**Run 1: clock routing**

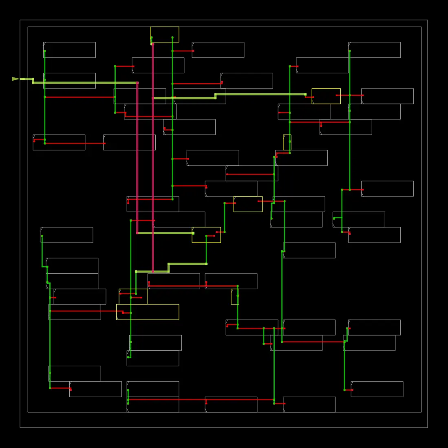
**Run 1: signal wires on met3**

(6 px per um)
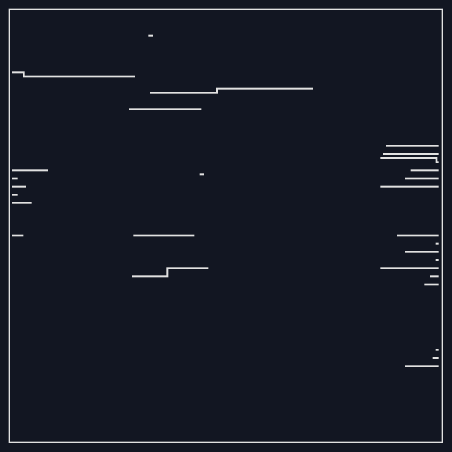
**Run 1: logic cells by family**

(4 px per um)
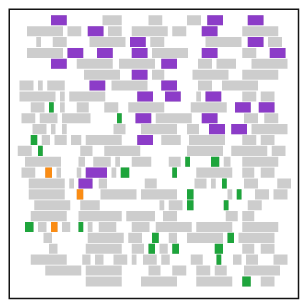
--- src/rtl/fifo_burst_reader.sv ---
// fifo_burst_reader: drains a FIFO in fixed-length bursts onto a valid/ready stream.
// Define FIFO_RD_TIMEOUT_EN to pad a stalled burst with PAD_VALUE beats after TIMEOUT_CYC cycles.
module fifo_burst_reader #(
  parameter int DATA_W      = 8,
  parameter int BURST_LEN   = 4,
  parameter int TIMEOUT_CYC = 32,
  parameter int PAD_VALUE   = 0
) (
  input  logic              clk,
  input  logic              reset,
  input  logic              fifo_empty,
  input  logic              fifo_almost_empty,
  input  logic [DATA_W-1:0] fifo_rdata,
  output logic              fifo_read_en,
  output logic              m_valid,
  input  logic              m_ready,
  output logic [DATA_W-1:0] m_data,
  output logic              m_last,
  output logic              m_pad,
  output logic              busy,
  output logic              low_water,
  output logic [15:0]       burst_cnt
);
  localparam int EW = DATA_W + 2;
  localparam logic [7:0] LAST_IDX = 8'(BURST_LEN - 1);
  typedef enum logic [1:0] {
    IDLE,
`ifdef FIFO_RD_TIMEOUT_EN
    PAD,
`endif
    BURST
  } state_t;
  state_t state_q, state_d;
  logic [7:0] beats_q, beats_d;
  logic inflight_q, inflight_d, inflight_last_q, inflight_last_d;
  logic [EW-1:0] mem_q [2];
  logic [EW-1:0] mem_d [2];
  logic wr_ptr_q, wr_ptr_d, rd_ptr_q, rd_ptr_d;
  logic [1:0] occ_q, occ_d;
  logic low_water_q, low_water_d;
  logic [15:0] burst_cnt_q, burst_cnt_d;
  logic pop, credit, push, push_last, push_pad;
  logic [DATA_W-1:0] push_data;
`ifdef FIFO_RD_TIMEOUT_EN
  logic [15:0] timer_q, timer_d;
`else
  logic unused_cfg;
  assign unused_cfg = ^{TIMEOUT_CYC, PAD_VALUE};
`endif
  assign m_valid = occ_q != 2'd0;
  assign {m_data, m_last, m_pad} = mem_q[rd_ptr_q];
  assign busy = state_q != IDLE || m_valid;
  assign low_water = low_water_q;
  assign burst_cnt = burst_cnt_q;
  always_comb begin
    state_d = state_q;
    beats_d = beats_q;
    mem_d = mem_q;
    wr_ptr_d = wr_ptr_q;
    rd_ptr_d = rd_ptr_q;
    pop = m_valid && m_ready;
    // reads in flight reserve a buffer slot so the 2-entry buffer cannot overflow
    credit = {1'b0, occ_q} + {2'b0, inflight_q} - {2'b0, pop} < 3'd2;
    fifo_read_en = state_q == BURST && !fifo_empty && beats_q < 8'(BURST_LEN) && credit;
    inflight_d = fifo_read_en;
    inflight_last_d = beats_q == LAST_IDX;
    push = inflight_q;
    push_data = fifo_rdata;
    push_last = inflight_last_q;
    push_pad = 1'b0;
    if (state_q == IDLE && !fifo_empty) begin
      state_d = BURST;
      beats_d = 8'd0;
    end
    if (fifo_read_en) begin
      beats_d = beats_q + 8'd1;
      state_d = beats_q == LAST_IDX ? IDLE : state_q;
    end
`ifdef FIFO_RD_TIMEOUT_EN
    timer_d = state_q != BURST || fifo_read_en ? 16'd0 :
              fifo_empty && beats_q != 8'd0 ? timer_q + 16'd1 : timer_q;
    if (state_q == BURST && !fifo_read_en && timer_q >= 16'(TIMEOUT_CYC)) state_d = PAD;
    if (state_q == PAD && credit && !inflight_q) begin
      push = 1'b1;
      push_data = DATA_W'(PAD_VALUE);
      push_last = beats_q == LAST_IDX;
      push_pad = 1'b1;
      beats_d = beats_q + 8'd1;
      state_d = beats_q == LAST_IDX ? IDLE : PAD;
    end
`endif
    if (push) begin
      mem_d[wr_ptr_q] = {push_data, push_last, push_pad};
      wr_ptr_d = !wr_ptr_q;
    end
    if (pop) rd_ptr_d = !rd_ptr_q;
    occ_d = occ_q + {1'b0, push} - {1'b0, pop};
    low_water_d = fifo_almost_empty;
    burst_cnt_d = burst_cnt_q + {15'd0, pop && m_last};
  end
  always_ff @(posedge clk or posedge reset) begin
    if (reset) begin
      state_q <= IDLE;
      beats_q <= '0;
      inflight_q <= 1'b0;
      inflight_last_q <= 1'b0;
      mem_q <= '{default: '0};
      wr_ptr_q <= 1'b0;
      rd_ptr_q <= 1'b0;
      occ_q <= '0;
      low_water_q <= 1'b0;
      burst_cnt_q <= '0;
`ifdef FIFO_RD_TIMEOUT_EN
      timer_q <= '0;
`endif
    end else begin
      state_q <= state_d;
      beats_q <= beats_d;
      inflight_q <= inflight_d;
      inflight_last_q <= inflight_last_d;
      mem_q <= mem_d;
      wr_ptr_q <= wr_ptr_d;
      rd_ptr_q <= rd_ptr_d;
      occ_q <= occ_d;
      low_water_q <= low_water_d;
      burst_cnt_q <= burst_cnt_d;
`ifdef FIFO_RD_TIMEOUT_EN
      timer_q <= timer_d;
`endif
    end
  end
endmodule

--- config.mk ---
export PLATFORM = sky130hd
export DESIGN_NAME = fifo_burst_reader
export DESIGN_NICKNAME = d
export VERILOG_FILES = /design/src/rtl/fifo_burst_reader.sv
export SDC_FILE = /design/constraint.sdc
export NUM_CORES = 1
export LEC_CHECK = 0
export CAP_MARGIN = 20
export CELL_PAD_IN_SITES_DETAIL_PLACEMENT = 1
export CELL_PAD_IN_SITES_GLOBAL_PLACEMENT = 1
export CORE_UTILIZATION = 43
export DETAILED_ROUTE_END_ITERATION = 8
export PLACE_DENSITY_LB_ADDON = 0.1
export SYNTH_ARGS = -nofsm -noshare
export SYNTH_HDL_FRONTEND = slang
export SYNTH_SLANG_ARGS = --single-unit
--- constraint.sdc ---
create_clock -name clk -period 7.89 [get_ports clk]
set_input_delay 1.1835 -clock clk [delete_from_list [all_inputs] [get_ports clk]]
set_output_delay 1.1835 -clock clk [all_outputs]
set_load 0.01 [all_outputs]
==> results.sh, run 1 <==
# source this file to load flow results
export IMPL_status="completed"
export IMPL_clkPwrFrac_pct=19.2
export IMPL_switchingPower_w=0.000275
export IMPL_ys_seq_share_pct=59.5
export IMPL_top_cell_area_share_pct=59.5
export IMPL_endpoint_kind="output pin"
export IMPL_seq_cell_count=50
export IMPL_powerComb_w=0.000345
export IMPL_worst_path_buf_inv=5
export IMPL_r2r_cells=11
export IMPL_std_cell_rows=25
export IMPL_area_leaders="dfrtp_1, mux2_2, xnor2_1"
export IMPL_drt_met1_wl_um=1840
export IMPL_synth_xor_area_share_pct=7.08
export IMPL_grt_total_usage_pct=19.2
export IMPL_firstDrtPassIters=6
export IMPL_htreeDepth=2
export IMPL_min_from="burst_cnt[15]$_DFF_PP0_"
export IMPL_setup_viol=0
export IMPL_critPathLaunchType="input port"
export IMPL_met3WireLength_um=176
export IMPL_placed_cell_area_sq_um=2580
export IMPL_report_final_slew_viol_count=0
export IMPL_cts_resized=0
export IMPL_layout_min_cycle_time_ps=5270
export IMPL_overflow=0
export IMPL_n_tap_cell=67
export IMPL_logic_gate_count=98
export IMPL_ios=43
export IMPL_chipArea_sq_um=5170
export IMPL_place_ws_ps=2600
export IMPL_p_seq_w=0.000396
export IMPL_log_warning_count=26
export IMPL_criticalPathCategory="input port to output pin"
export IMPL_compound_area_share_pct=0.714
export IMPL_grt_pass1_wl_um=7370
export IMPL_ir_drop_uv=155
export IMPL_p_int_w=0.000642
export IMPL_fp_util_pct=44.5
export IMPL_clock_buffers=7
export IMPL_grtUsageMet1_pct=23.5
export IMPL_wl_met2_um=2320
export IMPL_drt_iter0_drc=38
export IMPL_crit_path_top_delay_cell="clkdlybuf4s50_1"
export IMPL_netlist_top_cells_count="dfrtp_1, mux2_2, xnor2_1, nand2_1, inv_1"
export IMPL_synthCells=161
export IMPL_clkCellAreaFrac_pct=3.93
export IMPL_seq_share_pct=46.2
Notes on 'clock routing' above:
CTS buffer count: 5
post-route clock skew: 14.7 ps
Latency at later pin: 310 ps

Notes on 'signal wires on met3' above:
nets with wire on the layer: 25
share of all routed wire: 4.0%
longest straight run: 18.4 um
wire length on this layer: 176 um
vias: 1360
GR Util met3: 5.83%
WL final: 4410 um

Notes on 'logic cells by family' above:
[inverting AOI/OAI gates] orange | cells: 3 | most used: o21ai_0
[NAND gates] green | cells: 22 | most used: nand2_1
[multiplexers] purple | cells: 29 | most used: mux2_2
fin cells: 275
logic share of the area: 29.5%
Top cell excl fill/tap: dfrtp_1

==> inputs of run 2 (changes only) <==
--- a/config.mk
+++ b/config.mk
@@ -8,7 +8,7 @@
 export CAP_MARGIN = 20
 export CELL_PAD_IN_SITES_DETAIL_PLACEMENT = 1
 export CELL_PAD_IN_SITES_GLOBAL_PLACEMENT = 1
-export CORE_UTILIZATION = 43
+export CORE_UTILIZATION = 40
 export DETAILED_ROUTE_END_ITERATION = 8
 export PLACE_DENSITY_LB_ADDON = 0.1
 export SYNTH_ARGS = -nofsm -noshare
==> constraint.sdc (replaced) <==
create_clock -name clk -period 5.43 [get_ports clk]
set_input_delay 0.8145 -clock clk [delete_from_list [all_inputs] [get_ports clk]]
set_output_delay 0.8145 -clock clk [all_outputs]
set_load 0.01 [all_outputs]
**Run 2: logic cells by family**

(4 px per um)
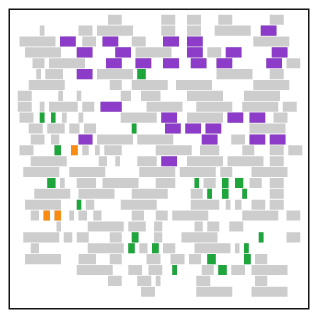
[NAND gates] green | cells: 22 | most used: nand2_1
[inverting AOI/OAI gates] orange | cells: 3 | most used: o21ai_0
[multiplexers] purple | cells: 29 | most used: mux2_2
fin cells: 278
logic share of the area: 29.6%

**Run 2: signal wires on met3**

(6 px per um)
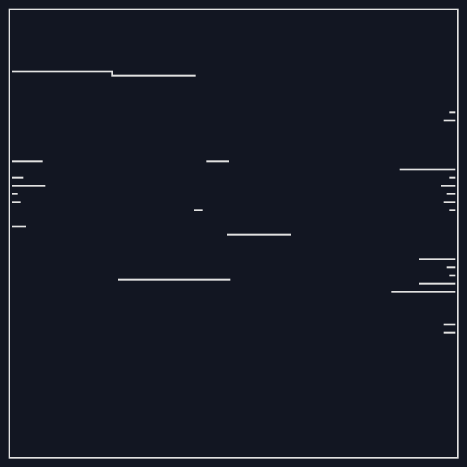
main direction: horizontal
nets with wire on the layer: 23
longest straight run: 18.4 um
wire length on this layer: 124 um
share of all routed wire: 3.1%
WL final: 4000 um
vias: 1327
GR Util met3: 3.66%

==> results.sh, run 2 <==
# source this file to load flow results
export IMPL_fp_util_pct=41.4
export IMPL_drt_met1_wl_um=1860
export IMPL_cts_resized=0
export IMPL_layout_cells_most_common="dfrtp_1"
export IMPL_worstPathMaxFanout=3
export IMPL_top_cell_area_share_pct=59.5
export IMPL_critPathLaunchType="input port"
export IMPL_r2r_cells=11
export IMPL_htreeDepth=2
export IMPL_chipArea_sq_um=5550
export IMPL_switchingPower_w=0.000401
export IMPL_setup_viol=0
export IMPL_placed_cell_area_sq_um=2590
export IMPL_criticalPathCategory="input port to output pin"
export IMPL_p_int_w=0.000889
export IMPL_grt_total_usage_pct=16.2
export IMPL_clkPwrFrac_pct=17.0
export IMPL_status="completed"
export IMPL_seq_share_pct=46.3
export IMPL_hold_class="register to register"
export IMPL_drt_iter0_drc=32
export IMPL_met3WireLength_um=124
export IMPL_skew_ps=10.2
export IMPL_seq_cell_count=50
export IMPL_p_seq_w=0.000572
export IMPL_std_cell_rows=26
export IMPL_synth_xor_area_share_pct=7.08
export IMPL_firstDrtPassIters=2
export IMPL_n_tap_cell=70
export IMPL_netlist_top_cells_count="dfrtp_1, mux2_2, xnor2_1, nand2_1, inv_1"
export IMPL_compound_area_share_pct=0.714
export IMPL_finalNetCount=226
export IMPL_logic_area_sq_um=800
export IMPL_logic_gate_count=98
export IMPL_ys_seq_share_pct=59.5
export IMPL_endpoint_kind="output pin"
export IMPL_cts_setup_buffers=0
export IMPL_clock_buffers=5
export IMPL_clkCellAreaFrac_pct=3.48
export IMPL_ir_drop_uv=296
export IMPL_grtUsageMet1_pct=21.6
export IMPL_area_leaders="dfrtp_1, mux2_2, xnor2_1"
export IMPL_place_ws_ps=845
export IMPL_crit_path_top_delay_cell="clkdlybuf4s50_1"
export IMPL_min_from="burst_cnt[15]$_DFF_PP0_"
export IMPL_wl_met2_um=1980
export IMPL_cts_tree="yes"
export IMPL_worst_path_buf_inv=5
export IMPL_overflow=0
export IMPL_clkLatencyLatePin_ps=300
export IMPL_report_final_slew_viol_count=0
export IMPL_powerComb_w=0.000498
export IMPL_grt_pass1_wl_um=6710
